### config.mk
export PLATFORM = sky130hd
export DESIGN_NAME = prio_encoder_seq
export DESIGN_NICKNAME = d
export VERILOG_FILES = /design/src/rtl/prio_enc_pkg.sv /design/src/rtl/prio_rr_search.sv /design/src/rtl/prio_encoder_seq.sv
export SDC_FILE = /design/constraint.sdc
export NUM_CORES = 1
export LEC_CHECK = 0
export CAP_MARGIN = 40
export CORE_UTILIZATION = 53
export DETAILED_ROUTE_END_ITERATION = 6
export HOLD_SLACK_MARGIN = 0.03
export PLACE_DENSITY = 0.88
export SLEW_MARGIN = 20
export SYNTH_ARGS = -nofsm -noshare
export SYNTH_HDL_FRONTEND = slang
export SYNTH_HIERARCHICAL = 1
export SYNTH_SLANG_ARGS = --single-unit
export TNS_END_PERCENT = 5
### constraint.sdc
create_clock -name clk -period 5.75 [get_ports clk]
set_clock_uncertainty 0.05 [all_clocks]
set_input_delay 1.15 -clock clk [delete_from_list [all_inputs] [get_ports clk]]
set_output_delay 1.15 -clock clk [all_outputs]
set_load 0.01 [all_outputs]
### src/rtl/prio_enc_pkg.sv
// prio_enc_pkg
// Shared definitions for the sequential priority encoder.
//   MODE_FIXED / MODE_RR : values of the rr_en input.
//   MAX_N                : widest request vector the helper functions accept.
//   highest_set()        : index of the most significant set bit (0 if none).
//   multi_hot()          : true when two or more bits are set.
package prio_enc_pkg;

  localparam logic MODE_FIXED = 1'b0;
  localparam logic MODE_RR    = 1'b1;

  // Helper functions work on a fixed-width vector.
  // Callers zero-extend their N-bit request vector to this width.
  localparam int MAX_N = 256;

  // Scan upward so the last set bit seen (the highest one) wins.
  function automatic int unsigned highest_set(input logic [MAX_N-1:0] v);
    int unsigned idx;
    idx = 0;
    for (int i = 0; i < MAX_N; i++) begin
      if (v[i]) idx = i;
    end
    return idx;
  endfunction

  // Clearing the lowest set bit leaves something only if two or more were set.
  function automatic logic multi_hot(input logic [MAX_N-1:0] v);
    logic [MAX_N-1:0] low_cleared;
    low_cleared = v & (v - {{(MAX_N-1){1'b0}}, 1'b1});
    return (low_cleared != '0);
  endfunction

endpackage

### src/rtl/prio_rr_search.sv
// prio_rr_search
// Combinational wrap-around search: finds the first set bit of D,
// scanning upward from index start, past N-1, and around to start-1.
// Ports:
//   D     : request vector (N bits)
//   start : index where the search begins (must be < N)
//   idx   : index of the first set bit found (0 when none)
//   found : at least one bit of D is set
module prio_rr_search
  import prio_enc_pkg::*;
#(
  parameter  int N = 8,
  localparam int W = $clog2(N)
) (
  input  logic [N-1:0] D,
  input  logic [W-1:0] start,
  output logic [W-1:0] idx,
  output logic         found
);

  // rot[i] holds D[(start + i) mod N].
  // A plain lowest-set-bit search on rot then gives the distance from start.
  logic [N-1:0] rot;

  genvar gi;
  generate
    for (gi = 0; gi < N; gi++) begin : g_rot
      logic [W:0] pos;
      logic [W:0] pos_wrapped;
      assign pos         = {1'b0, start} + (W+1)'(gi);
      assign pos_wrapped = (pos >= (W+1)'(N)) ? pos - (W+1)'(N) : pos;
      assign rot[gi]     = D[pos_wrapped[W-1:0]];
    end
  endgenerate

  logic [W-1:0] off;
  logic [W:0]   sum;

  always_comb begin
    off   = '0;
    found = 1'b0;
    // Scan downward so the lowest set bit is the last one written.
    for (int i = N - 1; i >= 0; i--) begin
      if (rot[i]) begin
        off   = W'(i);
        found = 1'b1;
      end
    end
    sum = {1'b0, start} + {1'b0, off};
    if (!found) begin
      idx = '0;
    end else if (sum >= (W+1)'(N)) begin
      idx = W'(sum - (W+1)'(N));
    end else begin
      idx = sum[W-1:0];
    end
  end

endmodule

### src/rtl/prio_encoder_seq.sv
// prio_encoder_seq
// Registered N-to-log2(N) priority encoder with valid/ready on both sides.
// In fixed mode the highest set index wins.
// In round-robin mode the search starts just after the previous winner.
// Ports:
//   clk, rst  : clock and synchronous active-high reset
//   D         : request vector, qualified by in_valid
//   in_valid  : D and rr_en are valid
//   in_ready  : block can accept D this cycle
//   rr_en     : 0 = fixed priority, 1 = round-robin (sampled with D)
//   Y         : encoded winning index
//   zero      : accepted D was all zeros
//   multi     : accepted D had two or more bits set
//   out_valid : Y, zero and multi are valid
//   out_ready : downstream takes the result this cycle
module prio_encoder_seq
  import prio_enc_pkg::*;
#(
  parameter  int N = 8,
  localparam int W = $clog2(N)
) (
  input  logic         clk,
  input  logic         rst,
  input  logic [N-1:0] D,
  input  logic         in_valid,
  output logic         in_ready,
  input  logic         rr_en,
  output logic [W-1:0] Y,
  output logic         zero,
  output logic         multi,
  output logic         out_valid,
  input  logic         out_ready
);

  logic [W-1:0] y_reg;
  logic         zero_reg;
  logic         multi_reg;
  logic         out_valid_reg;
  logic [W-1:0] ptr_reg;

  logic         accept;
  logic [W-1:0] rr_start;
  logic [W-1:0] rr_idx;
  logic         rr_found;
  logic [W-1:0] fixed_idx;
  logic         d_multi;
  logic         d_zero;
  logic [MAX_N-1:0] d_ext;

  // A result can be replaced whenever it is absent or being consumed now.
  assign in_ready = !out_valid_reg || out_ready;
  assign accept   = in_valid && in_ready;

  assign d_ext     = MAX_N'(D);
  assign fixed_idx = W'(highest_set(d_ext));
  assign d_multi   = multi_hot(d_ext);
  assign d_zero    = (D == '0);

  // The pointer holds the last RR winner, so the search begins one past it.
  assign rr_start = (ptr_reg == W'(N - 1)) ? '0 : ptr_reg + 1'b1;

  prio_rr_search #(.N(N)) u_rr_search (
    .D     (D),
    .start (rr_start),
    .idx   (rr_idx),
    .found (rr_found)
  );

  always_ff @(posedge clk) begin
    if (rst) begin
      y_reg         <= '0;
      zero_reg      <= 1'b0;
      multi_reg     <= 1'b0;
      out_valid_reg <= 1'b0;
      ptr_reg       <= W'(N - 1);
    end else if (accept) begin
      out_valid_reg <= 1'b1;
      zero_reg      <= d_zero;
      multi_reg     <= d_multi;
      if (d_zero) begin
        y_reg <= '0;
      end else if (rr_en == MODE_RR) begin
        y_reg <= rr_idx;
      end else begin
        y_reg <= fixed_idx;
      end
      // An all-zero request has no winner, so the pointer stays put.
      if (rr_en == MODE_RR && rr_found) begin
        ptr_reg <= rr_idx;
      end
    end else if (out_ready) begin
      out_valid_reg <= 1'b0;
    end
  end

  assign Y         = y_reg;
  assign zero      = zero_reg;
  assign multi     = multi_reg;
  assign out_valid = out_valid_reg;

endmodule

### Met3 routing, run 1

Scale: 6 px per um.
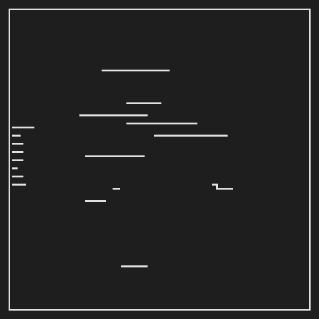
The wires run mostly horizontal. The longest straight run is 12.0 um. The layer holds 3.0% of the routed length.
final wirelength: 2860 um
via count: 1111
grt met3 use: 5.25%

### Routing congestion map, run 1

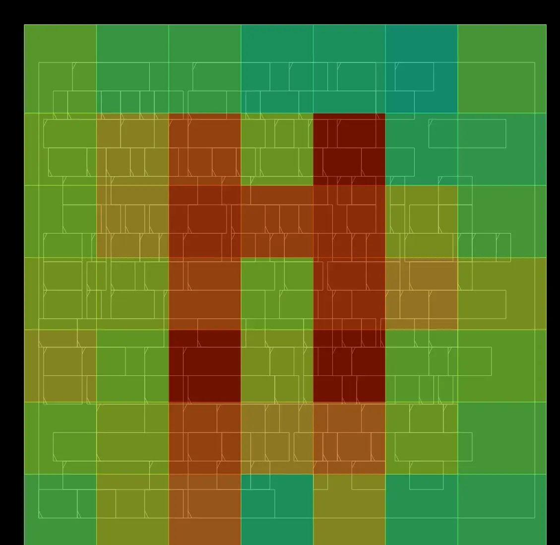
Layout Utilization: 69.4%
global route hottest layer: met2
Avg WL per Cell: 16.1 um

### Sizing map, run 1

Scale: 10 px per um.
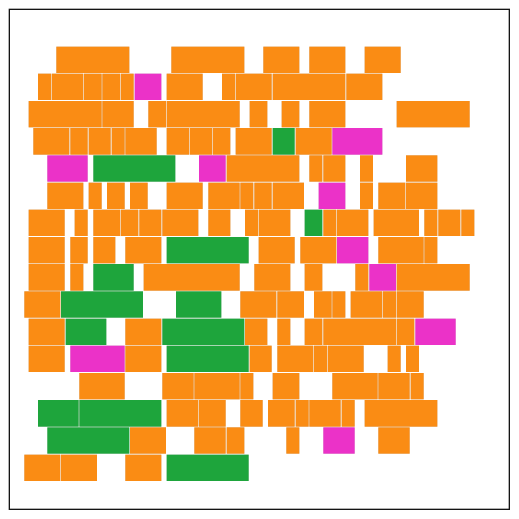
Orange is _0 and _1 cells, cells 127, most used clkdlybuf4s50_1. Magenta is _3 and _4 cells, cells 10, most used clkbuf_4. Green is _2 cells, cells 14, most used mux4_2.
Final Worst Setup Slack: 1370 ps
Final Instance Area: 1430 um2
area grow syn2layout: 17.9%
Non-CTS buffers: 20

### Selected gate families, run 1

Scale: 10 px per um.
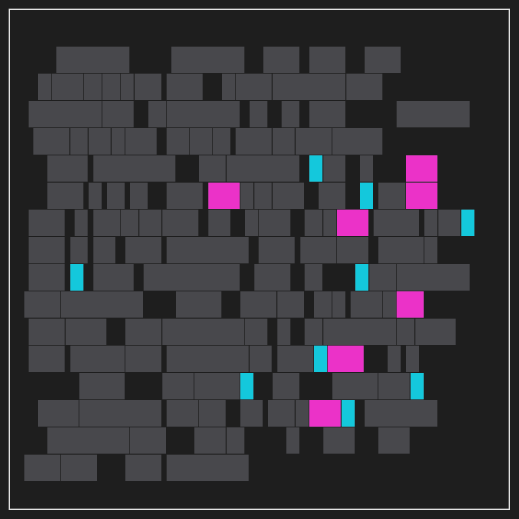
Magenta is non-inverting ao/oa cells, cells 7. Cyan is inv cells, cells 9.

==> run summary, run 1 <==
Total Nets Final = 171
Rows = 16
Bufs and invs on worst path = 3
Mapped Nets = 153
Synth Instances = 134
Post-synth EDFFs = 0
Crit path DRT = 5910 ps
Layout cells sized above 1 = 15.9%
Hold-fix buffers, CTS = 0
Status = finished, final reports clean
Tool warning count = 27
Post-Syn Area = 1210 um2
Commonest flop = dfxtp_1
Max Clock Freq = 228 MHz
MaxCap Viol Count = 0
Setup violators final = 0
Final Hold Vio Count = 0
First DRT Iteration DRCs = 38
VDD IR-drop max = 0.154 mV
Sequential share of the synthesized area = 14.8%
Crit path top cell by count = inv_1
==> run 1: logic make-up (layout without fill, tap and decap cells) <==
logic type	Yosys count	after routing	synth area share (%)
multiplexers	23	23	29.3
XOR/XNOR	3	3	2.17
AND-OR/OR-AND	29	29	17.1
adder cells (fa/ha/maj)	8	8	8.45
flip-flops	9	9	14.8
buffers and inverters	16	33	6.18
AND/OR/NAND/NOR	46	46	22.0
==> run 1: layer usage <==
| layer | global-route usage (%) | share of wire (%) | vias to the layer above |
|---|---|---|---|
| li1 | - | - | 547 |
| met1 | 33.9 | 44 | 535 |
| met2 | 43.2 | 52 | 29 |
| met3 | 5.25 | 3.0 | 0 |
| met4 | 10.0 | 0 | 0 |
| met5 | 0 | 0 | - |
==> run 1: cell usage after synthesis (3+ instances only) <==
cell      count
nor3_1        3
a211o_1       4
nor2_1       11
dfxtp_1       9
nand2_1       8
clkbuf_1      3
inv_1         9
a21oi_1      11
mux4_2        8
nor2b_1       3
mux2i_1      10
ha_1          5
mux2_2        3
nand3_1       3
==> run 1: worst register-to-register path, delay by kind of cell, from the launching register on <==
family                   cells  cell delay, ps
multiplexers                 1             580
AND-OR/OR-AND                4             840
AND/OR/NAND/NOR              4             480
flip-flops                   1             330
buffers and inverters        4             460
adder cells (fa/ha/maj)      5            1420
==> run 1: layout by cell type, fill, tap and decap left out, types with 2 or more instances in the layout <==
master / synthesis / final
mux4_2: 8 / 8
o31ai_1: 2 / 2
clkdlybuf4s50_1: 0 / 19
or3_1: 2 / 2
nor4_1: 2 / 2
dfxtp_1: 9 / 9
maj3_1: 2 / 2
nand3_1: 3 / 3
xor2_1: 2 / 2
inv_1: 9 / 9
nand3b_1: 2 / 2
nor2b_1: 3 / 3
a211o_1: 4 / 4
clkbuf_4: 0 / 3
a221oi_1: 2 / 2
or4_4: 2 / 2
nor3_1: 3 / 3
nand2_1: 8 / 8
a21oi_1: 11 / 11
a22oi_1: 2 / 2
nor2_1: 11 / 11
ha_1: 5 / 5
mux2i_1: 10 / 10
mux2_2: 3 / 3
nand2b_1: 2 / 2
==> run 1: metrics by stage <==
step	util, %	cells	hold slack (ps)	total power (uW)	cell area, um2
3_5_place_dp	68.1	174	411	323	1400
5_1_grt	69.4	178	440	406	1430
3_3_place_gp	68.1	174	391	314	1400
4_1_cts	69.4	178	421	375	1430
6_report	69.4	178	421	376	1430
2_1_floorplan	-	134	390	265	1210
==> run 1: power by group through the flow <==
stage | Clock, uW | Combinational, uW | Sequential, uW
after detailed placement | 0 | 249 | 73.9
after global placement | 0 | 241 | 73.4
after global routing | 56.8 | 276 | 73.2
final | 51.3 | 252 | 72.5
after floorplan | 0 | 190 | 75.1
after CTS | 53.0 | 250 | 72.4
==> run 1: layout make-up <==
class,instances,share of cell area [%]
multi-input combinational,109,67.0
clock buffer,3,1.57
sequential,9,12.6
timing repair buffer,20,13.8
tap,27,2.36
inverter,9,2.36
clock inverter,1,0.350
==> run 1: final timing paths <==
kind,start,endpoint
worst max-delay path,D[4],Y[2]
worst min-delay path,Y[0],Y[0]
worst max register to register,ptr_reg[0],Y[2]
worst min register to register,Y[0],Y[0]
## Run 2: what changed since run 1
--- a/config.mk
+++ b/config.mk
@@ -6,10 +6,10 @@
 export NUM_CORES = 1
 export LEC_CHECK = 0
 export CAP_MARGIN = 40
-export CORE_UTILIZATION = 53
+export CORE_UTILIZATION = 48
 export DETAILED_ROUTE_END_ITERATION = 6
 export HOLD_SLACK_MARGIN = 0.03
-export PLACE_DENSITY = 0.88
+export PLACE_DENSITY = 0.85
 export SLEW_MARGIN = 20
 export SYNTH_ARGS = -nofsm -noshare
 export SYNTH_HDL_FRONTEND = slang
==> constraint.sdc (replaced) <==
create_clock -name clk -period 3.7 [get_ports clk]
set_clock_uncertainty 0.05 [all_clocks]
set_input_delay 0.74 -clock clk [delete_from_list [all_inputs] [get_ports clk]]
set_output_delay 0.74 -clock clk [all_outputs]
set_load 0.01 [all_outputs]
### Sizing map, run 2

Scale: 10 px per um.
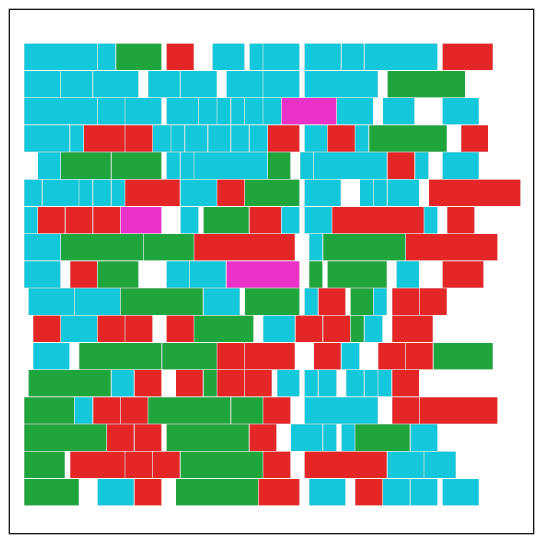
Red is _3 and _4 cells, cells 57, most used buf_4. Green is _2 cells, cells 34, most used mux4_2. Cyan is _0 and _1 cells, cells 97, most used clkdlybuf4s50_1. Magenta is _6 and larger, cells 3.
Final Worst Setup Slack: -210 ps
area grow syn2layout: 60.3%

==> run 2 against run 1 <==
Effect of this change:
- largest power group unchanged
- highest routed layer is now met4
- utilization is 15 points higher
- the flow now finishes with violations (negative setup slack)
- via count is 34% higher
- critical endpoint unchanged
- register-to-register slack worse by 1700 ps
- first-iteration DRC count went up to 2.8 times the previous value
==> run summary, run 2 <==
MaxCap Viol Count = 0
Top Layout Cells = buf_4 (38), clkdlybuf4s50_1 (15), a21oi_1 (10), nor2_1 (10), mux4_2 (9)
VDD IR-drop max = 0.302 mV
Final Hold Vio Count = 0
Rows = 17
Final Worst Setup Slack = -210 ps
Status = complete, but fails checks
Post-Syn Area = 1210 um2
Via count = 1487
Setup crit end = Y[2]
Hold-fix buffers, CTS = 0
Post-synth top cells = a21oi_1 (11), nor2_1 (11), mux2i_1 (10), dfxtp_1 (9), inv_1 (9)
Violated checks = negative setup slack
Final wirelength = 4970 um
Setup violators final = 3
Mapped Nets = 153
Sequential share of the synthesized area = 14.8%
Finished Layout Cells = 219
Inst Count DP = 201
Reg2reg start = ptr_reg[1]
Total Nets Final = 211
Avg WL per Cell = 22.7 um
Worst setup path startpoint = ptr_reg[1]
R2R Path End = Y[2]
### Met2 routing, run 2

Scale: 6 px per um.
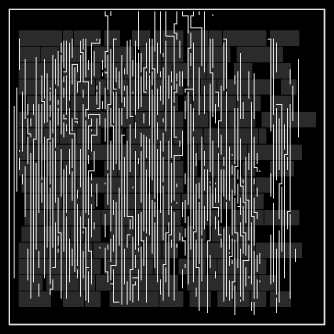
The layer holds 49% of the routed length. 197 nets have wire on it. The longest straight run is 28.6 um. The layer carries 2460 um of wire. The wires run mostly vertical.

==> run 2: cell count changes in the layout (fill, tap and decap cells not counted), moves of 3 or more <==
cell	previous run	this run
buf_4	1	38
ha_4	0	3
inv_1	9	6
inv_2	0	3
clkdlybuf4s50_1	19	15
ha_1	5	0
mux2i_1	10	5
dlymetal6s2s_1	0	4
mux2i_2	0	4
==> run 2: layout make-up <==
type / count / area (um2) / area share (%)
well taps: 28 / 35.0 / 1.80
clock buffers: 4 / 26.3 / 1.35
inverters: 9 / 33.8 / 1.74
flip-flops and latches: 9 / 183 / 9.39
multi-input cells: 109 / 1140 / 58.4
repair buffers: 60 / 532 / 27.3
==> run 2: worst max-delay path, stage by stage, from the launching register on <==
cell,delay [ps]
dfxtp_2,340
ha_4,160
ha_4,150
nor2_4,140
buf_12,150
ha_2,210
xnor2_2,130
mux4_2,510
and3_4,210
o31ai_4,240
ha_2,220
inv_2,40
fa_2,370
o32ai_2,260
inv_1,110
a221oi_2,270
a21oi_1,80
nor2_1,190
==> run 2: metrics by stage <==
step | cell area (um2) | power [uW] | hold slack, ps | util [%]
2_1_floorplan | 1250 | 430 | 390 | -
3_3_place_gp | 1640 | 573 | 391 | 71.5
3_5_place_dp | 1640 | 600 | 400 | 71.5
4_1_cts | 1700 | 706 | 408 | 73.9
5_1_grt | 1950 | 902 | 470 | 84.7
6_report | 1950 | 866 | 442 | 84.7
==> run 2: power by group through the flow <==
stage                     clock [uW]  sequential (uW)  combinational (uW)
after floorplan                    0              118                 313
after global placement             0              114                 459
after detailed placement           0              115                 485
after CTS                       78.3              113                 515
after global routing            86.9              116                 699
final                           82.7              116                 667
==> run 2: worst min path at each step <==
stage	start	to	depth (start not counted)
after global routing	Y[0]	Y[0]	2
final	Y[1]	Y[1]	2
after detailed placement	Y[1]	Y[1]	2
after global placement	Y[0]	Y[0]	2
after CTS	Y[1]	Y[1]	2
after floorplan	ptr_reg[1]	ptr_reg[1]	1
==> run 2: timing repair <==
action,CTS,global route
resized,4,35
setup endpoints to repair,4,4
buffers inserted,2,12
hold endpoints to repair,0,0
pin swaps,0,11
==> run 2: metal layers <==
layer  part of all wire, %  GRT usage (%)  up-vias
met2                    49           53.8      105
met1                    37           33.6      720
met3                   7.3           5.80       34
met5                     0              0        -
li1                      -              -      628
met4                   6.0           13.6        0
==> run 2: kinds of logic after synthesis <==
logic type | after synthesis | synth area share, %
xor gates and xnor gates | 3 | 2.17
adders and majority gates | 8 | 8.45
muxes | 23 | 29.3
AOI/OAI and AO/OA | 29 | 17.1
DFF | 9 | 14.8
and+or+nand+nor | 46 | 22.0
buffers and inverters | 16 | 6.18
## Run 3: what changed since run 2
--- a/config.mk
+++ b/config.mk
@@ -10,7 +10,6 @@
 export DETAILED_ROUTE_END_ITERATION = 6
 export HOLD_SLACK_MARGIN = 0.03
 export PLACE_DENSITY = 0.85
-export SLEW_MARGIN = 20
 export SYNTH_ARGS = -nofsm -noshare
 export SYNTH_HDL_FRONTEND = slang
 export SYNTH_HIERARCHICAL = 1
### Sizing map, run 3

Scale: 10 px per um.
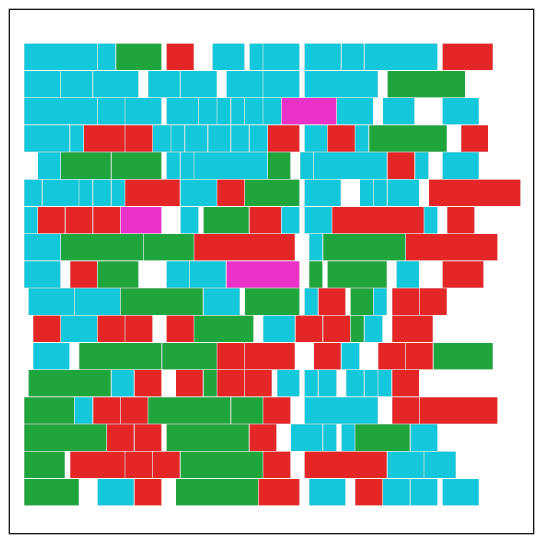
Red is _3 and _4 cells, cells 57, most used buf_4. Green is _2 cells, cells 34, most used mux4_2. Cyan is _0 and _1 cells, cells 97, most used clkdlybuf4s50_1. Magenta is _6 and larger, cells 3.

==> run 3 against run 2 <==
Effect of this change:
- non-clock buffer count unchanged
- count of clock-buffer cells in the layout unchanged
- cell count unchanged
- the run still ends with negative setup slack left
- maximum frequency unchanged
- clock power about the same
- sequential share of layout area unchanged
==> run summary, run 3 <==
VDD IR-drop max = 0.302 mV
Tool warning count = 29
Slowest stage delay, CP = 510 ps
MaxCap Viol Count = 0
Critical Path, Cell by Cell = ha_4 > ha_4 > nor2_4 > buf_12 > ha_2 > xnor2_2 > mux4_2 > and3_4 > o31ai_4 > ha_2 > inv_2 > fa_2 > o32ai_2 > inv_1 > a221oi_2 > a21oi_1 > nor2_1
Bufs and invs on worst path = 3
Status = complete, but fails checks
Yosys adder share = 8.45%
Final Worst Setup Slack = -210 ps
Final Hold Vio Count = 0
Sequential share of the synthesized area = 14.8%
Post-synth top cells = a21oi_1 (11), nor2_1 (11), mux2i_1 (10), dfxtp_1 (9), inv_1 (9)
Layout cells sized above 1 = 49.2%
Top Layout Cells = buf_4 (38), clkdlybuf4s50_1 (15), a21oi_1 (10), nor2_1 (10), mux4_2 (9)
Post-Syn Area = 1210 um2
Top cell excl fill/tap = buf_4
Total Nets Final = 211
Post-synth EDFFs = 0
Area grow syn2layout = 60.3%
Layout Utilization = 84.7%
AND/OR/NAND/NOR Cells, Area Fraction = 22.0%
Worst hold margin = 442 ps
Crit path DRT = 3830 ps
Setup violators final = 3
Mux share = 29.3%
Synth Instances = 134
GR Util met2 = 53.8%
Violated checks = negative setup slack
Commonest flop = dfxtp_1
Yosys stat area = 1210 um2
CP top delay family = adder cells
Met1 track demand over resource = 33.6%
Area fraction in xor and xnor cells = 2.16%
Avg WL per Cell = 22.7 um
Inst Count DP = 201
Yosys aoi share = 17.1%
#FFs+latches synth = 9
Top logic family = multiplexers
### Met3 routing, run 3

Scale: 6 px per um.
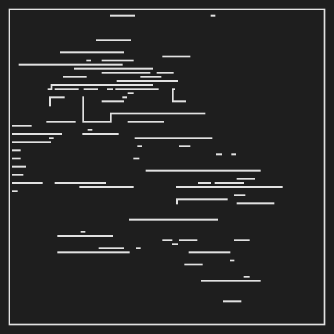
The longest straight run is 18.9 um. 52 nets have wire on it. The wires run mostly horizontal.
final wirelength: 4970 um
grt met3 use: 5.80%
via count: 1487

==> run 3: cell counts in the layout (fill, tap and decap cells not counted) <==
No cell type changed its count.
==> run 3: repair_timing <==
| item | in CTS | in global routing |
|---|---|---|
| setup buffers | 2 | 12 |
| gates resized | 4 | 35 |
| cloned | 0 | 0 |
| hold buffers | 0 | 0 |
| endpoints found under the setup margin | 4 | 4 |
| pin swaps | 0 | 11 |
==> run 3: per-stage QoR <==
stage          area (um2)  power [uW]  worst slack [ps]
5_1_grt              1950         902              -328
3_5_place_dp         1640         600              -310
6_report             1950         866              -210
4_1_cts              1700         706              29.0
2_1_floorplan        1250         430              -104
3_3_place_gp         1640         573             -93.3
==> run 3: cell families after synthesis <==
| family | after synthesis |
|---|---|
| xor gates and xnor gates | 3 |
| adders and majority gates | 8 |
| AOI/OAI and AO/OA | 29 |
| DFF | 9 |
| buffers and inverters | 16 |
| and+or+nand+nor | 46 |
| muxes | 23 |
==> run 3: tightest hold or removal path: stages, from the launching register on <==
cell	delay (ps)
dfxtp_1	320
nand2_1	50
a21oi_1	70
==> run 3: cell type report <==
cell class	count	area [um2]
Tap cell	28	35.0
Timing Repair Buffer	60	532
Multi-Input combinational cell	109	1140
Fill cell	98	352
Sequential cell	9	183
Clock buffer	4	26.3
Inverter	9	33.8
==> run 3: routing by layer <==
layer | share of wire (%) | up-vias
met1 | 37 | 720
li1 | - | 628
met2 | 49 | 105
met3 | 7.3 | 34
met5 | 0 | -
met4 | 6.0 | 0
==> run 3: final timing paths <==
path | startpoint | endpoint | slack, ps | cells past startpoint
max | ptr_reg[1] | Y[2] | -210 | 17
min | Y[1] | Y[1] | 440 | 2
max reg2reg | ptr_reg[1] | Y[2] | -210 | 17
min reg2reg | Y[1] | Y[1] | 440 | 2
==> run 3: report_power, final <==
part	internal [uW]	switching (uW)	leakage, uW
clock network	41.8	40.9	0.0000150
logic	346	321	0.000705
registers	107	9.07	0.0000737
Power and IR drop assume default switching activity.
